## config.mk

```make
export PLATFORM = sky130hd
export DESIGN_NAME = id_ex_stage_reg
export DESIGN_NICKNAME = d
export VERILOG_FILES = /design/src/rtl/id_ex_stage_reg.sv
export SDC_FILE = /design/constraint.sdc
export NUM_CORES = 1
export LEC_CHECK = 0
export CAP_MARGIN = 30
export CORE_MARGIN = 3
export CORE_UTILIZATION = 44
export CTS_CLUSTER_DIAMETER = 150
export DETAILED_ROUTE_END_ITERATION = 7
export PLACE_DENSITY = 0.95
export SKIP_CTS_REPAIR_TIMING = 1
export SLEW_MARGIN = 20
export SYNTH_ARGS = -nofsm -noshare
export SYNTH_HDL_FRONTEND = slang
export SYNTH_SLANG_ARGS = --single-unit
```

## constraint.sdc

```tcl
create_clock -name clk -period 18.4 [get_ports clk]
set_clock_uncertainty 0.1 [all_clocks]
set_input_delay 3.68 -clock clk [delete_from_list [all_inputs] [get_ports clk]]
set_output_delay 3.68 -clock clk [all_outputs]
set_load 0.01 [all_outputs]
```

## src/rtl/id_ex_stage_reg.sv

```systemverilog
// ID/EX pipeline register for the 5-stage RV32I core.
// Captures the decoded instruction from ID and presents it to EX, the
// forwarding unit and the load-hazard unit. Arbitrates stall, flush and
// load-use hazards, drives the front-end enables and keeps saturating
// counters of inserted bubbles.
module id_ex_stage_reg #(
  parameter int XLEN   = 32,
  parameter int CTRL_W = 8,
  parameter int CNT_W  = 16
) (
  input  logic              clk,
  input  logic              rst,
  input  logic              id_valid,
  input  logic [XLEN-1:0]   id_pc,
  input  logic [XLEN-1:0]   id_rs1_data,
  input  logic [XLEN-1:0]   id_rs2_data,
  input  logic [XLEN-1:0]   id_imm,
  input  logic [4:0]        id_rs1_addr,
  input  logic [4:0]        id_rs2_addr,
  input  logic [4:0]        id_rd_addr,
  input  logic              id_rw,
  input  logic              id_mem_rd,
  input  logic              id_mem_wr,
  input  logic [CTRL_W-1:0] id_ctrl,
  input  logic              load_hazard,
  input  logic              ex_flush,
  input  logic              stall,
  output logic              ex_valid,
  output logic [XLEN-1:0]   ex_pc,
  output logic [XLEN-1:0]   ex_rs1_data,
  output logic [XLEN-1:0]   ex_rs2_data,
  output logic [XLEN-1:0]   ex_imm,
  output logic [4:0]        ex_rs1_addr,
  output logic [4:0]        ex_rs2_addr,
  output logic [4:0]        ex_rd_addr,
  output logic              ex_rw,
  output logic              ex_mem_rd,
  output logic              ex_mem_wr,
  output logic [CTRL_W-1:0] ex_ctrl,
  output logic              pc_en,
  output logic              if_id_en,
  output logic [CNT_W-1:0]  bubble_cnt,
  output logic [CNT_W-1:0]  flush_cnt
);

  // RUN: normal operation. HOLD_FLUSH: a flush arrived while the pipe was
  // stalled and must be applied on the first unstalled edge.
  typedef enum logic [0:0] {
    ST_RUN        = 1'b0,
    ST_HOLD_FLUSH = 1'b1
  } state_t;

  state_t r_state;
  state_t w_state_nxt;

  // Saturating increment: all-ones is sticky so the counter never wraps.
  function automatic logic [CNT_W-1:0] sat_inc(input logic [CNT_W-1:0] value);
    logic [CNT_W-1:0] result;
    if (&value) begin
      result = value;
    end else begin
      result = value + {{(CNT_W-1){1'b0}}, 1'b1};
    end
    return result;
  endfunction

  // EX slot registers
  logic              r_ex_valid;
  logic [XLEN-1:0]   r_ex_pc;
  logic [XLEN-1:0]   r_ex_rs1_data;
  logic [XLEN-1:0]   r_ex_rs2_data;
  logic [XLEN-1:0]   r_ex_imm;
  logic [4:0]        r_ex_rs1_addr;
  logic [4:0]        r_ex_rs2_addr;
  logic [4:0]        r_ex_rd_addr;
  logic              r_ex_rw;
  logic              r_ex_mem_rd;
  logic              r_ex_mem_wr;
  logic [CTRL_W-1:0] r_ex_ctrl;
  logic [CNT_W-1:0]  r_bubble_cnt;
  logic [CNT_W-1:0]  r_flush_cnt;

  // Decision signals produced by the control process
  logic w_flush_pending;
  logic w_load;
  logic w_bubble;
  logic w_bubble_inc;
  logic w_flush_inc;
  logic w_pc_en;
  logic w_if_id_en;

  // Decode whether the current state carries a deferred flush.
  always_comb begin
    w_flush_pending = 1'b0;
    case (r_state)
      ST_RUN:        w_flush_pending = 1'b0;
      ST_HOLD_FLUSH: w_flush_pending = 1'b1;
      default:       w_flush_pending = 1'b0;
    endcase
  end

  // Priority arbitration: stall, then flush (live or deferred), then load-use, then pass-through.
  always_comb begin
    w_state_nxt  = r_state;
    w_load       = 1'b0;
    w_bubble     = 1'b0;
    w_bubble_inc = 1'b0;
    w_flush_inc  = 1'b0;
    w_pc_en      = 1'b1;
    w_if_id_en   = 1'b1;
    if (stall) begin
      // Whole front end frozen; remember a flush so it is not lost.
      w_pc_en    = 1'b0;
      w_if_id_en = 1'b0;
      if (ex_flush) begin
        w_state_nxt = ST_HOLD_FLUSH;
      end else begin
        w_state_nxt = r_state;
      end
    end else if (ex_flush || w_flush_pending) begin
      // Squash the ID instruction; a pending hazard is irrelevant now.
      w_state_nxt = ST_RUN;
      w_load      = 1'b1;
      w_bubble    = 1'b1;
      w_flush_inc = id_valid;
    end else if (load_hazard) begin
      // Insert a bubble and freeze IF/ID so the dependent instruction replays.
      w_load       = 1'b1;
      w_bubble     = 1'b1;
      w_bubble_inc = id_valid;
      w_pc_en      = 1'b0;
      w_if_id_en   = 1'b0;
    end else begin
      // Normal advance; an empty ID slot enters EX as a bubble.
      w_load   = 1'b1;
      w_bubble = ~id_valid;
    end
  end

  // State register for the deferred-flush FSM.
  always_ff @(posedge clk or posedge rst) begin
    if (rst) begin
      r_state <= ST_RUN;
    end else begin
      r_state <= w_state_nxt;
    end
  end

  // Operand and address fields; their contents are don't-care inside a bubble.
  always_ff @(posedge clk or posedge rst) begin
    if (rst) begin
      r_ex_pc       <= {XLEN{1'b0}};
      r_ex_rs1_data <= {XLEN{1'b0}};
      r_ex_rs2_data <= {XLEN{1'b0}};
      r_ex_imm      <= {XLEN{1'b0}};
      r_ex_rs1_addr <= 5'd0;
      r_ex_rs2_addr <= 5'd0;
    end else if (w_load) begin
      r_ex_pc       <= id_pc;
      r_ex_rs1_data <= id_rs1_data;
      r_ex_rs2_data <= id_rs2_data;
      r_ex_imm      <= id_imm;
      r_ex_rs1_addr <= id_rs1_addr;
      r_ex_rs2_addr <= id_rs2_addr;
    end else begin
      r_ex_pc       <= r_ex_pc;
      r_ex_rs1_data <= r_ex_rs1_data;
      r_ex_rs2_data <= r_ex_rs2_data;
      r_ex_imm      <= r_ex_imm;
      r_ex_rs1_addr <= r_ex_rs1_addr;
      r_ex_rs2_addr <= r_ex_rs2_addr;
    end
  end

  // Control fields; forced to zero in a bubble so rd=0 never matches in hazard/forwarding.
  always_ff @(posedge clk or posedge rst) begin
    if (rst) begin
      r_ex_valid   <= 1'b0;
      r_ex_rd_addr <= 5'd0;
      r_ex_rw      <= 1'b0;
      r_ex_mem_rd  <= 1'b0;
      r_ex_mem_wr  <= 1'b0;
      r_ex_ctrl    <= {CTRL_W{1'b0}};
    end else if (w_load && w_bubble) begin
      r_ex_valid   <= 1'b0;
      r_ex_rd_addr <= 5'd0;
      r_ex_rw      <= 1'b0;
      r_ex_mem_rd  <= 1'b0;
      r_ex_mem_wr  <= 1'b0;
      r_ex_ctrl    <= {CTRL_W{1'b0}};
    end else if (w_load) begin
      r_ex_valid   <= 1'b1;
      r_ex_rd_addr <= id_rd_addr;
      r_ex_rw      <= id_rw;
      r_ex_mem_rd  <= id_mem_rd;
      r_ex_mem_wr  <= id_mem_wr;
      r_ex_ctrl    <= id_ctrl;
    end else begin
      r_ex_valid   <= r_ex_valid;
      r_ex_rd_addr <= r_ex_rd_addr;
      r_ex_rw      <= r_ex_rw;
      r_ex_mem_rd  <= r_ex_mem_rd;
      r_ex_mem_wr  <= r_ex_mem_wr;
      r_ex_ctrl    <= r_ex_ctrl;
    end
  end

  // Saturating performance counters; at most one step each per edge.
  always_ff @(posedge clk or posedge rst) begin
    if (rst) begin
      r_bubble_cnt <= {CNT_W{1'b0}};
      r_flush_cnt  <= {CNT_W{1'b0}};
    end else begin
      if (w_bubble_inc) begin
        r_bubble_cnt <= sat_inc(r_bubble_cnt);
      end else begin
        r_bubble_cnt <= r_bubble_cnt;
      end
      if (w_flush_inc) begin
        r_flush_cnt <= sat_inc(r_flush_cnt);
      end else begin
        r_flush_cnt <= r_flush_cnt;
      end
    end
  end

  assign ex_valid    = r_ex_valid;
  assign ex_pc       = r_ex_pc;
  assign ex_rs1_data = r_ex_rs1_data;
  assign ex_rs2_data = r_ex_rs2_data;
  assign ex_imm      = r_ex_imm;
  assign ex_rs1_addr = r_ex_rs1_addr;
  assign ex_rs2_addr = r_ex_rs2_addr;
  assign ex_rd_addr  = r_ex_rd_addr;
  assign ex_rw       = r_ex_rw;
  assign ex_mem_rd   = r_ex_mem_rd;
  assign ex_mem_wr   = r_ex_mem_wr;
  assign ex_ctrl     = r_ex_ctrl;
  assign bubble_cnt  = r_bubble_cnt;
  assign flush_cnt   = r_flush_cnt;
  assign pc_en       = w_pc_en;
  assign if_id_en    = w_if_id_en;

endmodule

```

==> results.py <==
# Synthesis and PnR figures
metrics = {
    "layout": {
        "final_area_sq_um": 11700,
        "layout.clock_buffers": 21,
        "buffer_area_frac": 0.304,
        "inverters_excl_clock": 3,
        "multi_input_comb_cells": 273,
        "synthToLayoutAreaGrowth_pct": 58.7,
        "layout_top_cells_excl_fill_tap": "sky130_fd_sc_hd__clkdlybuf4s50_1 (347), sky130_fd_sc_hd__dfrtp_1 (188), sky130_fd_sc_hd__mux2_2 (143)",
        "ff_count": 188,
        "register_area_sq_um": 4700,
        "comb_area_share": 0.218,
        "layoutNonFillerInstCount": 1062,
        "insertedDiodeCount": 0,
        "clock_area_frac": 0.0515,
        "area.combinational_sq_um": 2550,
        "buffers_excl_clock": 353,
        "final_net_count": 998,
        "layout.filler_cells": 1050,
        "biggestCellCategory": "flip-flops and latches",
        "finalCoreUtilization": 0.724,
        "lay_top_count": "sky130_fd_sc_hd__clkdlybuf4s50_1",
    },
    "power": {
        "p_sw_mw": 0.261,
        "power_sequential_mw": 0.487,
        "p_seq_frac": 0.449,
        "power_frac_comb": 0.201,
        "clock_power_share": 0.350,
        "intPower_mw": 0.824,
        "power_in_the_clock_group_mw": 0.380,
        "vdd.ir_drop.worst_mv": 0.0669,
        "p_comb_mw": 0.219,
        "design_power_total_mw": 1.09,
    },
    "synthesis": {
        "top_logic_kind": "multiplexers",
        "synth_cells": 486,
        "post_synth_most_frequent_cells": "sky130_fd_sc_hd__dfrtp_1 (188), sky130_fd_sc_hd__mux2_2 (143), sky130_fd_sc_hd__xor2_1 (17)",
        "ys_dominant_reg_cell": "sky130_fd_sc_hd__dfrtp_1",
        "synth_top_cell_by_area": "sky130_fd_sc_hd__dfrtp_1",
        "edf_count": 0,
        "synthDominantCellAreaShare": 0.638,
        "ys_top_cells_by_area": "sky130_fd_sc_hd__dfrtp_1 (64%), sky130_fd_sc_hd__mux2_2 (22%), sky130_fd_sc_hd__xor2_1 (2.0%), sky130_fd_sc_hd__a22o_1 (1.9%), sky130_fd_sc_hd__nand4_1 (1.0%)",
        "synth.distinct_cells": 39,
        "most_frequent_cell_after_synthesis": "sky130_fd_sc_hd__dfrtp_1",
        "synth.cellmix.xorXnorShare": 0.0273,
        "aoi_share": 0.0300,
        "syn_area_per_cell_sq_um": 15.2,
        "yosys_area_sq_um": 7380,
        "adder_share": 0.00339,
        "syn-num-nets": 648,
        "synth-seq-cells": 188,
        "synth.cell_area_sq_um": 7380,
        "portion_of_netlist_area_occupied_by_mux_cells": 0.218,
        "async_flop_share": 1.00,
        "ys_seq_frac": 0.638,
        "simple_gate_area_frac": 0.0668,
    },
    "die": {
        "core_region_area_sq_um": 16200,
        "floorplan.die.width_um": 135,
        "boundaryPins": 349,
        "well_tap_count": 216,
        "floorplan.die_area_sq_um": 18400,
        "fp_util": 0.456,
        "chipHeight_um": 135,
    },
    "flow_run": {
        "warnings": 27,
        "drv.max_cap_violation_count": 0,
    },
    "grt": {
        "grt_overflow_total": 0,
        "grt.met2_usage": 0.407,
        "grt.total_usage": 0.225,
        "first_global_vias": 5700,
        "grt_pass1_wl_um": 31400,
        "grtUsageMet1": 0.239,
    },
    "sta": {
        "slew_headroom": 0.405,
        "post-route-min-period_ns": 8.93,
        "fin_crit_sh": 0.485,
        "setup_viol": 0,
        "final_tally_of_max_slew_violations": 0,
        "grt_setup_unrepaired": "false",
        "timing.hold.ws_ns": 0.394,
        "finalHoldViolations": 0,
        "post-route-worst-setup-slack_ns": 9.47,
        "maxClockFrequency_ghz": 0.112,
    },
    "cts": {
        "clkTransAtPathRegs_ns": 0.06,
        "clock_sinks": 188,
        "cts-htree-levels": 4,
        "ctsLongestPathBuffers": 2,
        "clock_tree_root": "sky130_fd_sc_hd__clkbuf_16",
    },
    "run_status": {
        "status": "finished, final reports clean",
    },
    "setup_path": {
        "cp-end-kind": "output port",
        "cell_occurring_most_often_along_the_worst_timing_path": "sky130_fd_sc_hd__clkdlybuf4s50_1",
        "cp_slowest_stage_delay_ns": 0.52,
        "ff2ff_path_depth": 5,
        "total_number_of_cells_along_the_worst_setup_path": 4,
        "crit_arrival_ns": 5.15,
        "cpMaxStageDelayCell": "sky130_fd_sc_hd__clkdlybuf4s50_1",
        "startpoint": "ex_flush",
        "startpoint_type": "input pin",
        "destination_of_the_critical_timing_path": "pc_en",
        "r2r_setup_slack_ns": 16.30,
        "critical_path_class": "in2out",
        "reg_to_reg_critical_path_endpoint": "flush_cnt[10]$_DFFE_PP0P_",
    },
    "min_path": {
        "min_delay_worst_endpoint": "ex_valid$_DFFE_PP0P_",
        "hp-start": "ex_valid$_DFFE_PP0P_",
        "hold_path.class": "reg2reg",
    },
    "placed_design": {
        "gp_congestion": 0.817,
        "place.detailed.instances": 1032,
        "numPortBuffers": 348,
        "pre_cts_slack_ns": 9.49,
        "place_hpwl_um": 15800,
    },
    "detailed_routing": {
        "ant_nets": 0,
        "routed-wl-met3_um": 1810,
        "met2WireLength_um": 11300,
        "avgViaCountPerCell": 5.08,
        "drtIter0Drc": 187,
        "highest_layer": "met4",
    },
}
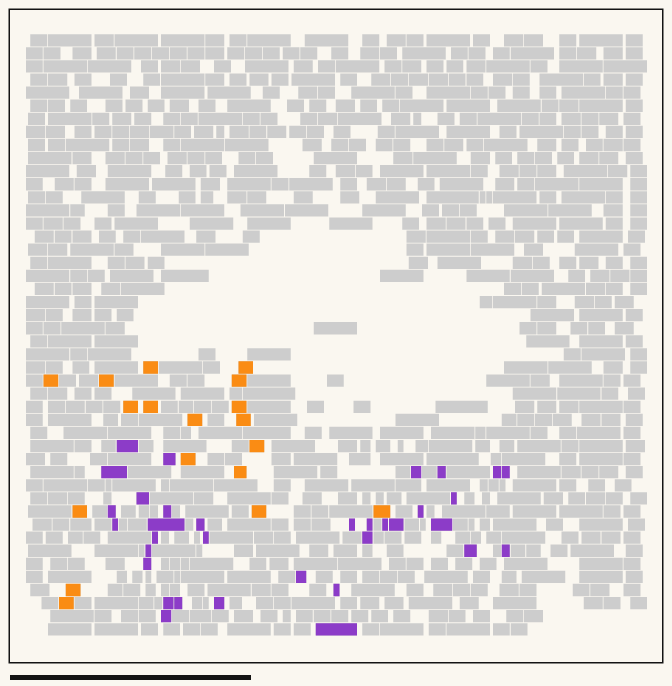
gate_families.png
Scale bar: 50 um.
| family | colour | cells | most used |
|---|---|---|---|
| AND-OR and OR-AND gates | orange | 18 | a22o_1 |
| NOR gates | purple | 34 | nor2_1 |

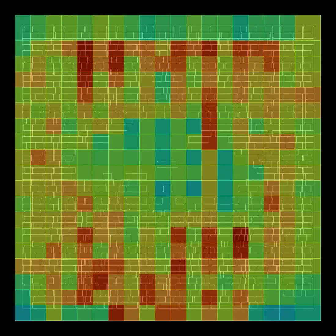
final_congestion.png
fraction of met3 tracks used by global routing: 0.0795
global routing's busiest layer: met2

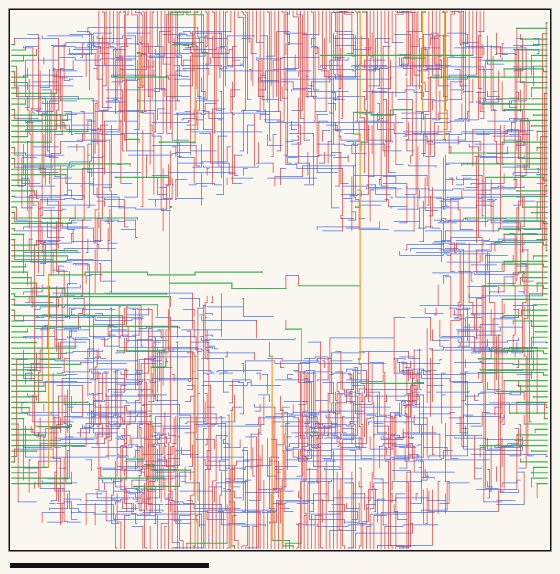
metal_stack.png
Scale bar: 50 um.
| layer | colour | wire length |
|---|---|---|
| met2 | red | 11300 um |
| met4 | orange | 603 um |
| met1 | blue | 7350 um |
| met3 | green | 1810 um |
final WL: 21100 um
vias: 5394

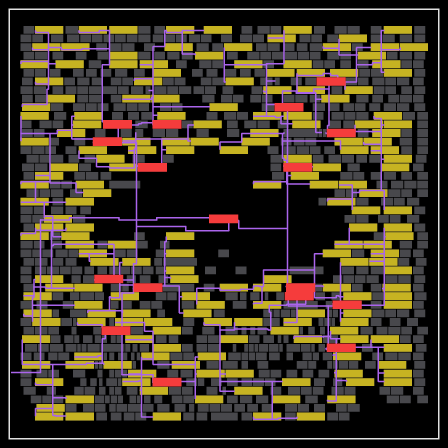
clock_map.png
[cells driving clock nets] red | count: 17
[flip-flops] yellow | count: 188
[clock wires] purple | length: 2100 um
routed clock nets: 18

Power and IR drop assume default switching activity.
